Fig. 1: run 1, signal metal coverage by tile
The die is cut into 14 by 14 equal tiles; black is low, pale yellow is high, scaled to the fullest tile. Values are wire area over tile area, all layers added.
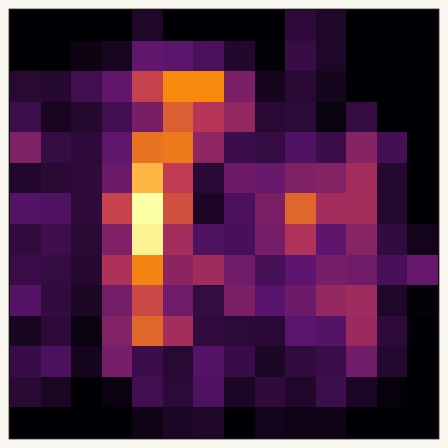
Fig. 2: run 1, where the registers sit
Other sequential cells in the stronger gray, the rest of the logic in the fainter gray.
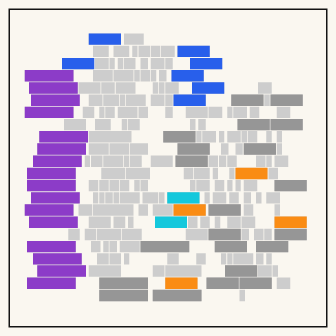
Fig. 3: run 1, M3 wires
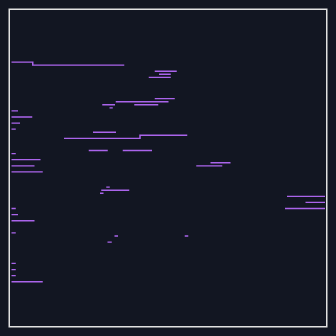
==> src/rtl/seg7_pkg.sv <==
`default_nettype none
// +----------------------------------------------------------------------+
// | seg7_pkg                                                             |
// | Shared glyph constants and nibble-to-glyph helper (active-low).      |
// | Revision: 1.0                                                        |
// +----------------------------------------------------------------------+
package seg7_pkg;

  typedef logic [6:0] seg_t;

  localparam seg_t SEG_BLANK = 7'h7F;

  localparam seg_t GLYPH_0 = 7'h40;
  localparam seg_t GLYPH_1 = 7'h79;
  localparam seg_t GLYPH_2 = 7'h24;
  localparam seg_t GLYPH_3 = 7'h30;
  localparam seg_t GLYPH_4 = 7'h19;
  localparam seg_t GLYPH_5 = 7'h12;
  localparam seg_t GLYPH_6 = 7'h02;
  localparam seg_t GLYPH_7 = 7'h78;
  localparam seg_t GLYPH_8 = 7'h00;
  localparam seg_t GLYPH_9 = 7'h10;
  localparam seg_t GLYPH_A = 7'h08;
  localparam seg_t GLYPH_B = 7'h03;
  localparam seg_t GLYPH_C = 7'h46;
  localparam seg_t GLYPH_D = 7'h21;
  localparam seg_t GLYPH_E = 7'h06;
  localparam seg_t GLYPH_F = 7'h0E;

  function automatic seg_t hex_to_seg(input logic [3:0] nibble);
    seg_t r_glyph;
    case (nibble)
      4'h0:    r_glyph = GLYPH_0;
      4'h1:    r_glyph = GLYPH_1;
      4'h2:    r_glyph = GLYPH_2;
      4'h3:    r_glyph = GLYPH_3;
      4'h4:    r_glyph = GLYPH_4;
      4'h5:    r_glyph = GLYPH_5;
      4'h6:    r_glyph = GLYPH_6;
      4'h7:    r_glyph = GLYPH_7;
      4'h8:    r_glyph = GLYPH_8;
      4'h9:    r_glyph = GLYPH_9;
      4'hA:    r_glyph = GLYPH_A;
      4'hB:    r_glyph = GLYPH_B;
      4'hC:    r_glyph = GLYPH_C;
      4'hD:    r_glyph = GLYPH_D;
      4'hE:    r_glyph = GLYPH_E;
      default: r_glyph = GLYPH_F;
    endcase
    return r_glyph;
  endfunction

endpackage
`default_nettype wire

==> src/rtl/seg7_hex_lut.sv <==
`default_nettype none
// +----------------------------------------------------------------------+
// | seg7_hex_lut                                                         |
// | Combinational hex nibble to active-low seven-segment glyph.          |
// | Revision: 1.0                                                        |
// +----------------------------------------------------------------------+
module seg7_hex_lut
  import seg7_pkg::*;
(
  input  logic [3:0] i_nibble,
  output logic [6:0] o_seg
);

  assign o_seg = hex_to_seg(i_nibble);

endmodule
`default_nettype wire

==> src/rtl/seg7_scan_driver.sv <==
`default_nettype none
// +----------------------------------------------------------------------+
// | seg7_scan_driver                                                     |
// | Multiplexed common-anode hex display driver with per-frame snapshot. |
// | Revision: 1.0                                                        |
// +----------------------------------------------------------------------+
module seg7_scan_driver
  import seg7_pkg::*;
#(
  parameter int NUM_DIGITS  = 4,
  parameter int REFRESH_DIV = 50000
) (
  input  logic                    clk,
  input  logic                    reset,
  input  logic [4*NUM_DIGITS-1:0] value,
  input  logic [NUM_DIGITS-1:0]   dp_in,
  input  logic                    blank_lead,
  output logic [6:0]              seg,
  output logic [NUM_DIGITS-1:0]   an,
  output logic                    dp
);

  localparam int c_IDX_W = $clog2(NUM_DIGITS);
  localparam int c_DIV_W = $clog2(REFRESH_DIV);
  localparam logic [c_DIV_W-1:0] c_DIV_LAST = c_DIV_W'(REFRESH_DIV - 1);
  localparam logic [c_IDX_W-1:0] c_IDX_LAST = c_IDX_W'(NUM_DIGITS - 1);

  logic [c_DIV_W-1:0]      r_div_cnt;
  logic [c_IDX_W-1:0]      r_digit_idx;
  logic [4*NUM_DIGITS-1:0] r_frame_val;
  logic [NUM_DIGITS-1:0]   r_frame_dp;
  logic [6:0]              r_seg;
  logic [NUM_DIGITS-1:0]   r_an;
  logic                    r_dp;

  logic                    w_tick;
  logic [3:0]              w_nibble;
  logic [6:0]              w_glyph;
  logic [6:0]              w_seg;
  logic [NUM_DIGITS-1:0]   w_an;
  logic                    w_dp;
  logic                    w_blank;
  logic [NUM_DIGITS-1:0]   w_zero_from;

  assign w_tick = (r_div_cnt == c_DIV_LAST);

  // w_zero_from[i]: every nibble from digit i up to the leftmost is zero
  for (genvar gi = 0; gi < NUM_DIGITS; gi++) begin : g_zero
    assign w_zero_from[gi] = (r_frame_val[4*NUM_DIGITS-1:4*gi] == '0);
  end

  always_comb begin
    w_nibble = '0;
    w_an     = '1;
    for (int i = 0; i < NUM_DIGITS; i++) begin
      if (r_digit_idx == c_IDX_W'(i)) begin
        w_nibble = r_frame_val[4*i +: 4];
        w_an[i]  = 1'b0;
      end
    end
    w_blank = blank_lead && (r_digit_idx != '0) && w_zero_from[r_digit_idx];
    w_seg   = w_blank ? SEG_BLANK : w_glyph;
    w_dp    = ~r_frame_dp[r_digit_idx];
  end

  seg7_hex_lut u_lut (
    .i_nibble (w_nibble),
    .o_seg    (w_glyph)
  );

  always_ff @(posedge clk) begin
    if (reset) begin
      r_div_cnt   <= '0;
      r_digit_idx <= '0;
      r_frame_val <= value;
      r_frame_dp  <= dp_in;
      r_seg       <= SEG_BLANK;
      r_an        <= '1;
      r_dp        <= 1'b1;
    end else begin
      r_div_cnt <= w_tick ? '0 : r_div_cnt + 1'b1;
      if (w_tick) begin
        if (r_digit_idx == c_IDX_LAST) begin
          // Frame boundary: snapshot so one frame never mixes two values
          r_digit_idx <= '0;
          r_frame_val <= value;
          r_frame_dp  <= dp_in;
        end else begin
          r_digit_idx <= r_digit_idx + 1'b1;
        end
      end
      r_seg <= w_seg;
      r_an  <= w_an;
      r_dp  <= w_dp;
    end
  end

  assign seg = r_seg;
  assign an  = r_an;
  assign dp  = r_dp;

endmodule
`default_nettype wire

==> config.mk <==
export PLATFORM = sky130hd
export DESIGN_NAME = seg7_scan_driver
export DESIGN_NICKNAME = d
export VERILOG_FILES = /design/src/rtl/seg7_pkg.sv /design/src/rtl/seg7_hex_lut.sv /design/src/rtl/seg7_scan_driver.sv
export SDC_FILE = /design/constraint.sdc
export NUM_CORES = 1
export LEC_CHECK = 0
export CORE_MARGIN = 3
export CORE_UTILIZATION = 54
export DETAILED_ROUTE_END_ITERATION = 8
export DONT_BUFFER_PORTS = 1
export HOLD_SLACK_MARGIN = 0.06
export PLACE_DENSITY = 0.72
export SLEW_MARGIN = 40
export SYNTH_ARGS = -nofsm -noshare
export SYNTH_HDL_FRONTEND = slang
export SYNTH_SLANG_ARGS = --single-unit
==> constraint.sdc <==
create_clock -name clk -period 2.64 [get_ports clk]
set_input_delay 0.792 -clock clk [delete_from_list [all_inputs] [get_ports clk]]
set_output_delay 0.792 -clock clk [all_outputs]
set_load 0.01 [all_outputs]
==> flow_summary.ini, run 1 <==
; synthesis and place-and-route metrics
[final_timing]
relSlewSlack = 0.590
post-route-period-util = 0.922
hold_viol = 0
fin_crit_ns = 2.43
finClkSkew_ns = 0.00756
setup_violations = 0
max_freq_mhz = 411
tightest_slew_ns = 0.613

[floorplan]
fp.dieW_um = 70.4
die_area_um2 = 4960
fp_util = 0.586
die_y_um = 70.4
core_area_um2 = 3830

[placed_design]
portBuffers = 0
gp_congestion = 0.825

[power_and_ir_drop]
p_seq_frac = 0.607
vdd_drop_max_mv = 0.539
internal_power_mw = 1.11
pwr-share-clk = 0.341
p_leak_nw = 0.903
powerDensity_nw_per_um2 = 583

[cts]
cts_htree_levels = 2
cts_tree = yes
cts_buffers = 5
insertion_delay_ns = 0.30
clockBufferDepth = 2
clock_sinks = 50

[logic_synthesis]
top_area_frac = 0.268
synth-main-ff-cell = dfxtp_1
synth_top_cell_by_area = dfxtp_1
synthTopCellsByCount = dfxtp_1 (30), nor2_1 (22), edfxtp_1 (20)
synth_cell_type_count = 50
async_flop_share = 0
ys_cells = 195
xor_area_frac = 0.0547
edf_count = 20
yosysMostFrequentCell = dfxtp_1
yosys-top-cells-area = dfxtp_1 (27%), edfxtp_1 (27%), ha_1 (6.1%), xor2_1 (4.3%), nor2_1 (3.7%)

[routing]
vias = 1468
wire_per_inst_um = 15.7
routed_via_density = 5.83
ant_nets = 0

[worst_setup_path]
cpPeakStageDelay_ns = 0.46
path_depth = 9
crit_path_max_fanout = 9
critPathLaunch = r_digit_idx[1]$_SDFFE_PP0N_
worstSetupEndpointType = flop
crit_buf_inv = 2
r2r_setup_slack_ns = 0.21
cpLargestDelayFamily = adder cells
crit_end = seg[3]$_SDFF_PP1_
ff2ff_path_depth = 9
crit_type = flop to flop
crit_arrival_ns = 2.58

[flow_run]
cap_viol_max_count = 0
log.warning_count = 34

[finish]
area_growth_pct = 8.15
final_cell_mix = dfxtp_1 (30), nor2_1 (22), edfxtp_1 (20)
drive_gt1_frac = 0.127

[global_routing]
antenna_found_initial = 0
grt_pass1_wl_um = 6830
grt_pass1_vias = 1521

[status]
status = completed
-- Fig. 1 (at the start) --
densest ninth of the die = center
fullest tile = 0.64
mean over tiles = 0.13
nearly empty tiles = 20%
tiles over half the peak = 8.2%
emptiest ninth of the die = north-east

-- Fig. 2 (at the start) --
`r_digit_idx` -> cyan  # flops 2
`r_frame_val` -> purple  # flops 16
`an` -> orange  # flops 4
`seg` -> blue  # flops 7
not colored = 21
FF+latch area: 1200 µm²
flop share of the area: 0.496
final core occ: 0.633
seq pwr: 0.859 mW

-- Fig. 3 (at the start) --
wire length on this layer = 184 µm
share of all routed wire = 4.7%
longest straight run = 20.2 µm

==> run 1: stage by stage <==
stage | utilization | cells | cell area (µm²) | hold slack (ns)
finish | 0.633 | 252 | 2420 | 0.483
global route | 0.633 | 252 | 2420 | 0.524
CTS | 0.632 | 252 | 2420 | 0.491
detailed placement | 0.604 | 244 | 2310 | 0.471
global placement | 0.604 | 244 | 2310 | 0.458
floorplan | - | 195 | 2240 | 0.438
==> run 1: flip-flops by register name (all words and copies together) (netlist names) <==
register and cells:
dp 1, an 4, r_div_cnt 16, seg 7
r_digit_idx 2, r_frame_dp 4, r_frame_val 16
==> run 1: metal layers <==
metal / vias to the layer above / GRT usage / share of wire
met1: 693 / 0.196 / 0.41
met3: 12 / 0.0561 / 0.046
met4: 0 / 0.0723 / 0.031
li1: 712 / - / -
met5: - / 0 / 0
met2: 51 / 0.296 / 0.51
==> run 1: repair_timing <==
item	4_1_cts	5_1_grt
hold buffers	0	0
setup endpoints to repair	0	2
gates resized	0	1
buffers inserted	0	0
==> run 1: power groups by stage <==
stage          sequential [mW]  clock [mW]  combinational, mW
2_1_floorplan            0.872           0             0.0577
3_3_place_gp             0.877           0             0.0690
3_5_place_dp             0.877           0             0.0727
4_1_cts                  0.859       0.502             0.0730
5_1_grt                  0.862       0.532             0.0837
6_report                 0.859       0.481             0.0735
==> run 1: layout make-up <==
type,instances,area [µm²]
clock buffer,6,93.8
clock inverter,2,13.8
fill,294,1400
inverter,10,37.5
multi-input combinational,132,987
sequential,50,1200
tap,48,60.1
timing repair buffer,4,30.0
Fig. 4: run 1, placed standard cells
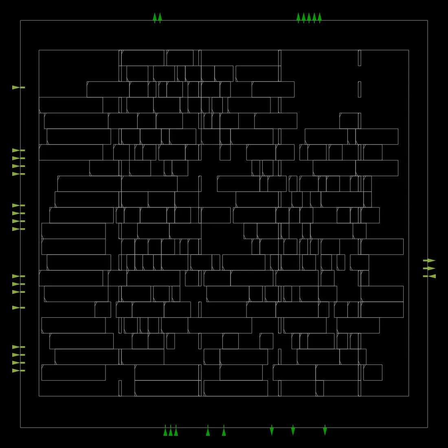

==> run 1 -> run 2 <==
--- a/config.mk
+++ b/config.mk
@@ -6,11 +6,10 @@
 export NUM_CORES = 1
 export LEC_CHECK = 0
 export CORE_MARGIN = 3
-export CORE_UTILIZATION = 54
+export CORE_UTILIZATION = 48
 export DETAILED_ROUTE_END_ITERATION = 8
-export DONT_BUFFER_PORTS = 1
 export HOLD_SLACK_MARGIN = 0.06
-export PLACE_DENSITY = 0.72
+export PLACE_DENSITY = 0.75
 export SLEW_MARGIN = 40
 export SYNTH_ARGS = -nofsm -noshare
 export SYNTH_HDL_FRONTEND = slang
Fig. 5: run 2, placed standard cells
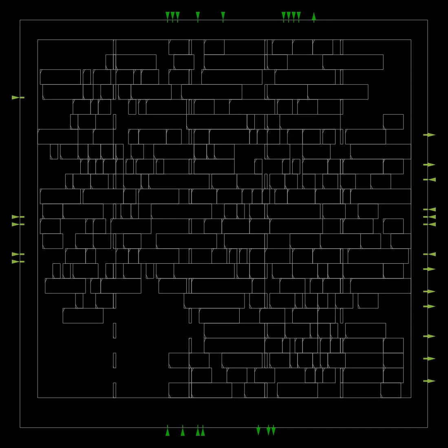
Fillers: 360
Tap Cells: 52
row count: 24

Fig. 6: run 2, M3 wires
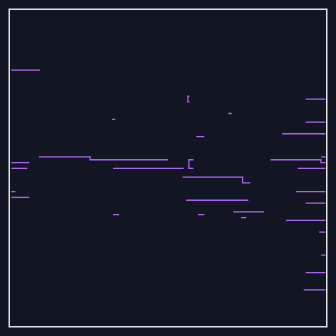
nets with wire on the layer = 25
longest straight run = 18.2 µm
share of all routed wire = 4.6%
wire length on this layer = 185 µm
main direction = horizontal
met3 Use GR: 0.0378
total number of vias: 1572
routed wire length: 3980 µm

==> flow_summary.ini, run 2 <==
; synthesis and place-and-route metrics
[status]
status = completed

[logic_synthesis]
synth_top_cell_by_area = dfxtp_1
synthTopCellsByCount = dfxtp_1 (30), nor2_1 (22), edfxtp_1 (20)
xor_area_frac = 0.0547
edf_count = 20
async_flop_share = 0
synth-main-ff-cell = dfxtp_1

[worst_setup_path]
crit_arrival_ns = 2.61
cpLargestDelayFamily = AND-OR/OR-AND gates
cpPeakStageDelay_ns = 0.48

[final_timing]
tightest_slew_ns = 0.473
whs_ns = 0.481
fin_crit_ns = 2.41
finClkSkew_ns = 0.00966
post-route-period-util = 0.915
max_freq_mhz = 414

[placed_design]
gp_congestion = 0.816
post_dp_cell_area_um2 = 2680
place_inst = 285

[finish]
drive_gt1_frac = 0.124
final_cell_mix = clkdlybuf4s50_1 (34), dfxtp_1 (30), nor2_1 (22)
fin_area_um2 = 2790

[floorplan]
core_area_um2 = 4440
fp.dieW_um = 74.3
die_y_um = 74.3

[cts]
postCtsSetupBuffers = 0
cts_htree_levels = 2
cts_buffers = 5
cts_hold_buf = 0
cts.repair.resized = 0
clockBufferDepth = 2

[power_and_ir_drop]
p_leak_nw = 1.05
powerDensity_nw_per_um2 = 522

[routing]
ant_nets = 0
routed_via_density = 5.37
highest_layer = met4
route.met2.wl_um = 1910

[global_routing]
grt_pass1_vias = 1481
antenna_found_initial = 0
## run 2: cell counts after synthesis
Identical to the previous run, type by type.
## run 2: power breakdown
part / switching [mW] / internal, mW / total, mW / leakage [nW]
Sequential: 0.0162 / 0.836 / 0.852 / 0.441
Clock: 0.270 / 0.198 / 0.469 / 0.0506
Combinational: 0.0581 / 0.0783 / 0.136 / 0.555
Total: 0.345 / 1.11 / 1.46 / 1.05
## run 2: per-layer routing
metal	global-route usage	up-vias
li1	-	791
met1	0.190	736
met2	0.251	36
met3	0.0378	9
met4	0.0711	0
met5	0	-
## run 2: area by class of cell
cell class,count,area [µm²],share of cell area
Multi-Input combinational cell,132,997,0.357
Tap cell,52,65.1,0.0233
Clock buffer,5,68.8,0.0247
Inverter,10,37.5,0.0134
Sequential cell,50,1200,0.430
Timing Repair Buffer,41,393,0.141
Clock inverter,3,28.8,0.0103
## run 2: worst paths after layout
kind                               startpoint                 endpoint  slack, ns  cells past startpoint
setup / recovery  r_digit_idx[0]$_SDFFE_PP0N_        seg[3]$_SDFF_PP1_       0.23                      9
hold reg to reg       r_div_cnt[0]$_SDFF_PP0_  r_div_cnt[0]$_SDFF_PP0_       0.48                      1
hold / removal        r_div_cnt[0]$_SDFF_PP0_  r_div_cnt[0]$_SDFF_PP0_       0.48                      1
setup reg to reg  r_digit_idx[0]$_SDFFE_PP0N_        seg[3]$_SDFF_PP1_       0.23                      9
## run 2: cells by family (layout without fill, tap and decap cells)
kind of cell | count (synthesis) | in the layout
and+or+nand+nor | 78 | 78
muxes | 4 | 4
buffers and inverters | 13 | 59
adders and majority gates | 11 | 11
AOI/OAI and AO/OA | 25 | 25
DFF | 50 | 50
xor gates and xnor gates | 14 | 14
Power and IR drop assume default switching activity.
